## src/rtl/pc_fetch_pkg.sv

```systemverilog
// rtl/pc_fetch_pkg.sv - shared FSM encodings, widths and default PCs for pc_fetch
package pc_fetch_pkg;

  localparam int XLEN = 32;

  localparam logic [XLEN-1:0] DEF_RESET_PC = 32'h0000_0000;
  localparam logic [XLEN-1:0] DEF_TRAP_PC  = 32'h0000_0080;

  typedef enum logic [1:0] {
    S_IDLE  = 2'b00,
    S_FETCH = 2'b01,
    S_VALID = 2'b10
  } fetch_state_t;

  // Instructions are word aligned; every PC load goes through this mask.
  function automatic logic [XLEN-1:0] word_align(input logic [XLEN-1:0] a);
    return a & 32'hFFFF_FFFC;
  endfunction

endpackage

```

## src/rtl/pc_next_sel.sv

```systemverilog
// rtl/pc_next_sel.sv - combinational next-PC mux: reset, redirect, trap, sequential, hold
module pc_next_sel
  import pc_fetch_pkg::*;
#(
  parameter logic [XLEN-1:0] RESET_PC = DEF_RESET_PC,
  parameter logic [XLEN-1:0] TRAP_PC  = DEF_TRAP_PC
) (
  input  logic            i_rst,
  input  logic            i_br_taken,
  input  logic [XLEN-1:0] i_br_target,
  input  logic            i_br_misalign,
  input  logic            i_advance,
  input  logic [XLEN-1:0] i_pc,
  input  logic [XLEN-1:0] i_pc_inc,
  output logic [XLEN-1:0] o_next_pc
);

  // Priority: reset, then redirect (trap if misaligned), then accepted fetch, else hold.
  always_comb begin
    o_next_pc = i_pc;
    if (i_rst) begin
      o_next_pc = word_align(RESET_PC);
    end else if (i_br_taken) begin
      o_next_pc = i_br_misalign ? word_align(TRAP_PC) : word_align(i_br_target);
    end else if (i_advance) begin
      o_next_pc = word_align(i_pc_inc);
    end
  end

endmodule

```

## src/rtl/pc_fetch.sv

```systemverilog
// rtl/pc_fetch.sv - PC register and fetch FSM; optional PC_ALIGN_CHECK_EN traps misaligned redirects
module pc_fetch
  import pc_fetch_pkg::*;
#(
  parameter logic [XLEN-1:0] RESET_PC = DEF_RESET_PC,
  parameter logic [XLEN-1:0] TRAP_PC  = DEF_TRAP_PC
) (
  input  logic            clk,
  input  logic            rst,
  output logic [XLEN-1:0] pc_o,
  input  logic [XLEN-1:0] pc_inc_i,
  output logic            imem_req,
  output logic [XLEN-1:0] imem_addr,
  input  logic            imem_ack,
  input  logic [XLEN-1:0] imem_rdata,
  output logic            instr_valid,
  output logic [XLEN-1:0] instr,
  output logic [XLEN-1:0] instr_pc,
  input  logic            dec_ready,
  input  logic            br_taken,
  input  logic [XLEN-1:0] br_target,
  output logic            misalign_o
);

  fetch_state_t    r_state;
  fetch_state_t    w_state_nxt;
  logic [XLEN-1:0] r_pc;
  logic [XLEN-1:0] w_next_pc;
  logic [XLEN-1:0] r_instr;
  logic [XLEN-1:0] r_instr_pc;
  logic            r_misalign;
  logic            w_capture;
  logic            w_misalign;

`ifdef PC_ALIGN_CHECK_EN
  assign w_misalign = br_taken & (br_target[1:0] != 2'b00);
`else
  assign w_misalign = 1'b0;
`endif

  pc_next_sel #(
    .RESET_PC (RESET_PC),
    .TRAP_PC  (TRAP_PC)
  ) u_next_sel (
    .i_rst         (rst),
    .i_br_taken    (br_taken),
    .i_br_target   (br_target),
    .i_br_misalign (w_misalign),
    .i_advance     (w_capture),
    .i_pc          (r_pc),
    .i_pc_inc      (pc_inc_i),
    .o_next_pc     (w_next_pc)
  );

  // State register; reset parks in IDLE so the first fetch follows one bubble.
  always_ff @(posedge clk) begin
    if (rst) r_state <= S_IDLE;
    else     r_state <= w_state_nxt;
  end

  // Next state and capture strobe; a redirect overrides any same-cycle ack or consume.
  always_comb begin
    w_state_nxt = r_state;
    w_capture   = 1'b0;
    case (r_state)
      S_IDLE:  w_state_nxt = S_FETCH;
      S_FETCH: begin
        if (imem_ack) begin
          w_capture   = 1'b1;
          w_state_nxt = S_VALID;
        end
      end
      S_VALID: begin
        if (dec_ready) w_state_nxt = S_FETCH;
      end
      default: w_state_nxt = S_IDLE;
    endcase
    if (br_taken) begin
      w_capture   = 1'b0;
      w_state_nxt = S_FETCH;
    end
  end

  // PC register; all load selection lives in pc_next_sel.
  always_ff @(posedge clk) begin
    r_pc <= w_next_pc;
  end

  // Instruction buffer payload, written only on an accepted fetch.
  always_ff @(posedge clk) begin
    if (rst) begin
      r_instr    <= '0;
      r_instr_pc <= '0;
    end else if (w_capture) begin
      r_instr    <= imem_rdata;
      r_instr_pc <= r_pc;
    end
  end

  // Misalignment pulse appears the cycle after the trapped redirect.
  always_ff @(posedge clk) begin
    if (rst) r_misalign <= 1'b0;
    else     r_misalign <= w_misalign;
  end

  assign pc_o        = r_pc;
  assign imem_addr   = r_pc;
  assign imem_req    = (r_state == S_FETCH);
  assign instr_valid = (r_state == S_VALID);
  assign instr       = r_instr;
  assign instr_pc    = r_instr_pc;
  assign misalign_o  = r_misalign;

endmodule

```

## config.mk

```make
export PLATFORM = sky130hd
export DESIGN_NAME = pc_fetch
export DESIGN_NICKNAME = d
export VERILOG_FILES = /design/src/rtl/pc_fetch_pkg.sv /design/src/rtl/pc_next_sel.sv /design/src/rtl/pc_fetch.sv
export SDC_FILE = /design/constraint.sdc
export NUM_CORES = 1
export LEC_CHECK = 0
export CORE_UTILIZATION = 44
export CTS_CLUSTER_SIZE = 8
export DETAILED_ROUTE_END_ITERATION = 7
export PLACE_DENSITY_LB_ADDON = 0.08
export SLEW_MARGIN = 20
export SYNTH_ARGS = -nofsm -noshare
export SYNTH_HDL_FRONTEND = slang
export SYNTH_HIERARCHICAL = 1
export SYNTH_SLANG_ARGS = --single-unit
```

## constraint.sdc

```tcl
create_clock -name clk -period 4.36 [get_ports clk]
set_clock_uncertainty 0.1 [all_clocks]
set_input_delay 0.654 -clock clk [delete_from_list [all_inputs] [get_ports clk]]
set_output_delay 0.654 -clock clk [all_outputs]
set_load 0.05 [all_outputs]
```

Figure 1. M3 wires.
(4 px per um) Cells faint in the background.
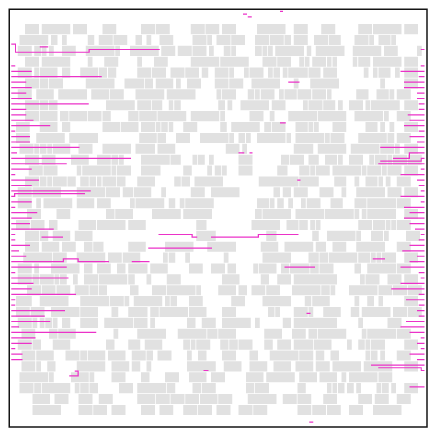
126 nets have wire on it. The layer holds 6.1% of the routed length.

Figure 2. I/O pins on the die edge.
(4 px per um) Pins as bars across the die edge, other pins in grey.
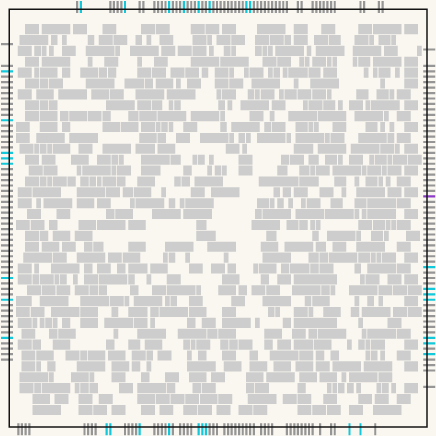
instr_valid: drawn in purple, pins 1, direction output, edge right. instr_pc: drawn in cyan, pins 32, direction output, edge 9 bottom, 8 top, 8 left, 7 right.

Figure 3. Clock nets.
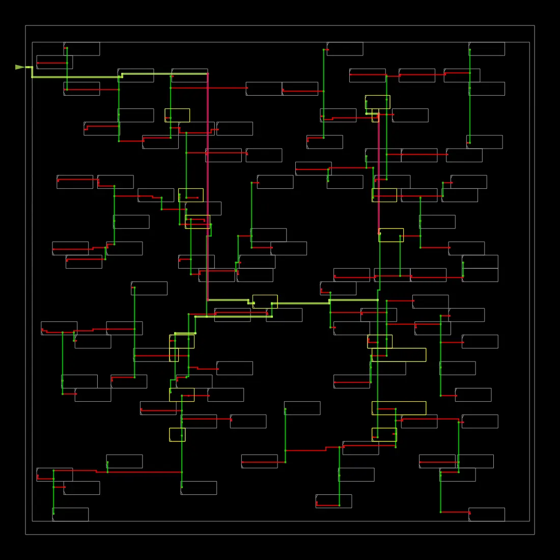
clk ins delay skew pair: 350 ps
flop count: 98
CTS buffer count: 9
CLK BUF: 12

Figure 4. Placement by cell class.
(6 px per um)
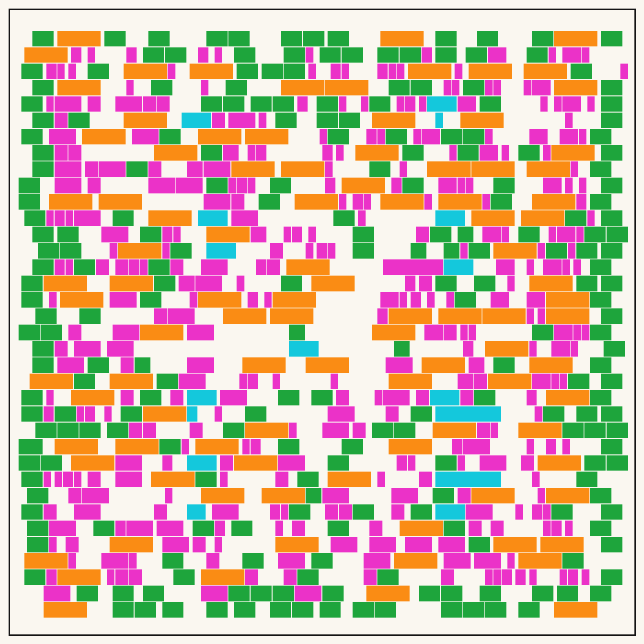
flip-flops: drawn in orange, cells 98, share of their area 30%. other buffers and delay cells: drawn in green, cells 232, share of their area 35%. clock drivers and dummy loads: drawn in cyan, cells 16, share of their area 3.5%. all other logic: drawn in magenta, cells 331, share of their area 32%.

==> results.yml <==
# implementation run metrics
route:
  vias: 3991
  drt_drc_violations_left: 0
  drtIter0Drc: 170
  viasPerCell: 4.93
clocking:
  post_cts_resized: 0
  cts.sinks: 98
  cts_tree: "built"
  holdBufCountCts: 0
  htree_levels: 3
  post_cts_buffers: 0
finish:
  diodes: 0
  nets: 773
  syn_to_final_growth_pct: 47.9
yosys:
  fa_ha_area_share_pct: 0
  yosysWarningCount: 6
  yosys.stat.seqShare_pct: 42.8
  ys_cells: 499
timing:
  hold_ws_ps: 356
  setup_viol: 0
  tightest_slew_ps: 964
  timing.fmax_ghz: 0.393
power:
  leakagePower_nw: 2.30
  pwr_density_cell_nw_per_um2: 324
  ir_drop_mv: 0.182
setup_path:
  max_stage_delay_ps: 830
  crit_buf_inv: 1
floorplan:
  rows: 36
min_path:
  hp-class: "register to register"
status:
  outcome: "completed"
global_routing:
  grt_max_degree: 87
-- synthesized netlist by cell type --
| master | n | area share [%] |
|---|---|---|
| a211oi_1 | 2 | 0.33 |
| a211oi_2 | 58 | 16 |
| a21oi_1 | 45 | 4.9 |
| a21oi_2 | 20 | 3.8 |
| a22o_1 | 1 | 0.19 |
| a2bb2oi_1 | 1 | 0.19 |
| and2_1 | 2 | 0.27 |
| and2b_1 | 4 | 0.66 |
| buf_1 | 2 | 0.16 |
| buf_12 | 3 | 1.3 |
| buf_2 | 15 | 1.6 |
| buf_4 | 36 | 5.9 |
| buf_6 | 7 | 1.7 |
| clkbuf_1 | 10 | 0.82 |
| conb_1 | 1 | 0.082 |
| dfxtp_1 | 98 | 43 |
| inv_1 | 2 | 0.16 |
| inv_2 | 1 | 0.082 |
| nand2_1 | 129 | 11 |
| nand2b_1 | 29 | 4.0 |
| nand4bb_2 | 1 | 0.35 |
| nor2_1 | 1 | 0.082 |
| nor2b_1 | 28 | 3.8 |
| nor3_1 | 2 | 0.22 |
| o21ai_0 | 1 | 0.11 |
-- worst paths after layout --
| path | end | cells past startpoint |
|---|---|---|
| worst max-delay path | imem_req | 2 |
| worst min-delay path | instr_pc[21] | 2 |
| worst max register to register | imem_addr[18] | 6 |
| worst min register to register | instr_pc[21] | 2 |
-- sequential cells by signal, indices dropped and copies added (netlist names) --
name,count
r_state,2
instr_pc,32
imem_addr,32
instr,32
-- cell type report --
type | instances | area, sq um | area share, %
Clock buffer | 12 | 155 | 2.29
Clock inverter | 4 | 73.8 | 1.09
Inverter | 3 | 13.8 | 0.203
Multi-Input combinational cell | 328 | 2100 | 31.0
Sequential cell | 98 | 1960 | 28.9
Tap cell | 133 | 166 | 2.45
Timing Repair Buffer | 232 | 2310 | 34.0
-- logic make-up (layout without fill, tap and decap cells) --
family / Yosys count / in the layout
compound gates: 128 / 128
simple gates: 196 / 196
buf+inv: 76 / 251
other cells: 1 / 4
flops: 98 / 98
-- report_power, final --
group / switching [mW] / internal (mW)
Combinational: 0.344 / 0.229
Clock: 0.307 / 0.355
Sequential: 0.0297 / 0.932
Total: 0.680 / 1.52
-- worst min-delay path, delay by kind of cell, from the launching register on --
family             cells  cell delay (ps)
and+or+nand+nor        1               50
DFF                    1              320
AOI/OAI and AO/OA      1               50
-- per-layer routing --
layer  vias up  part of all wire, %  track usage [%]  wire length [um]
met5         -                    0                0                 0
met4         0                  1.6             8.57               194
met3        12                  6.1             4.76               741
met2       144                   50             38.5              6170
met1      1867                   42             26.4              5120
li1       1968                    -                -                 -
-- metrics by stage --
stage / cells / worst slack [ps] / instance area (sq um)
2_1_floorplan: 502 / 2410 / 4590
3_3_place_gp: 794 / 1570 / 6550
3_5_place_dp: 794 / 1510 / 6550
4_1_cts: 810 / 1800 / 6780
5_1_grt: 810 / 1740 / 6780
6_report: 810 / 1820 / 6780
Power is estimated from default activity; no workload was simulated.
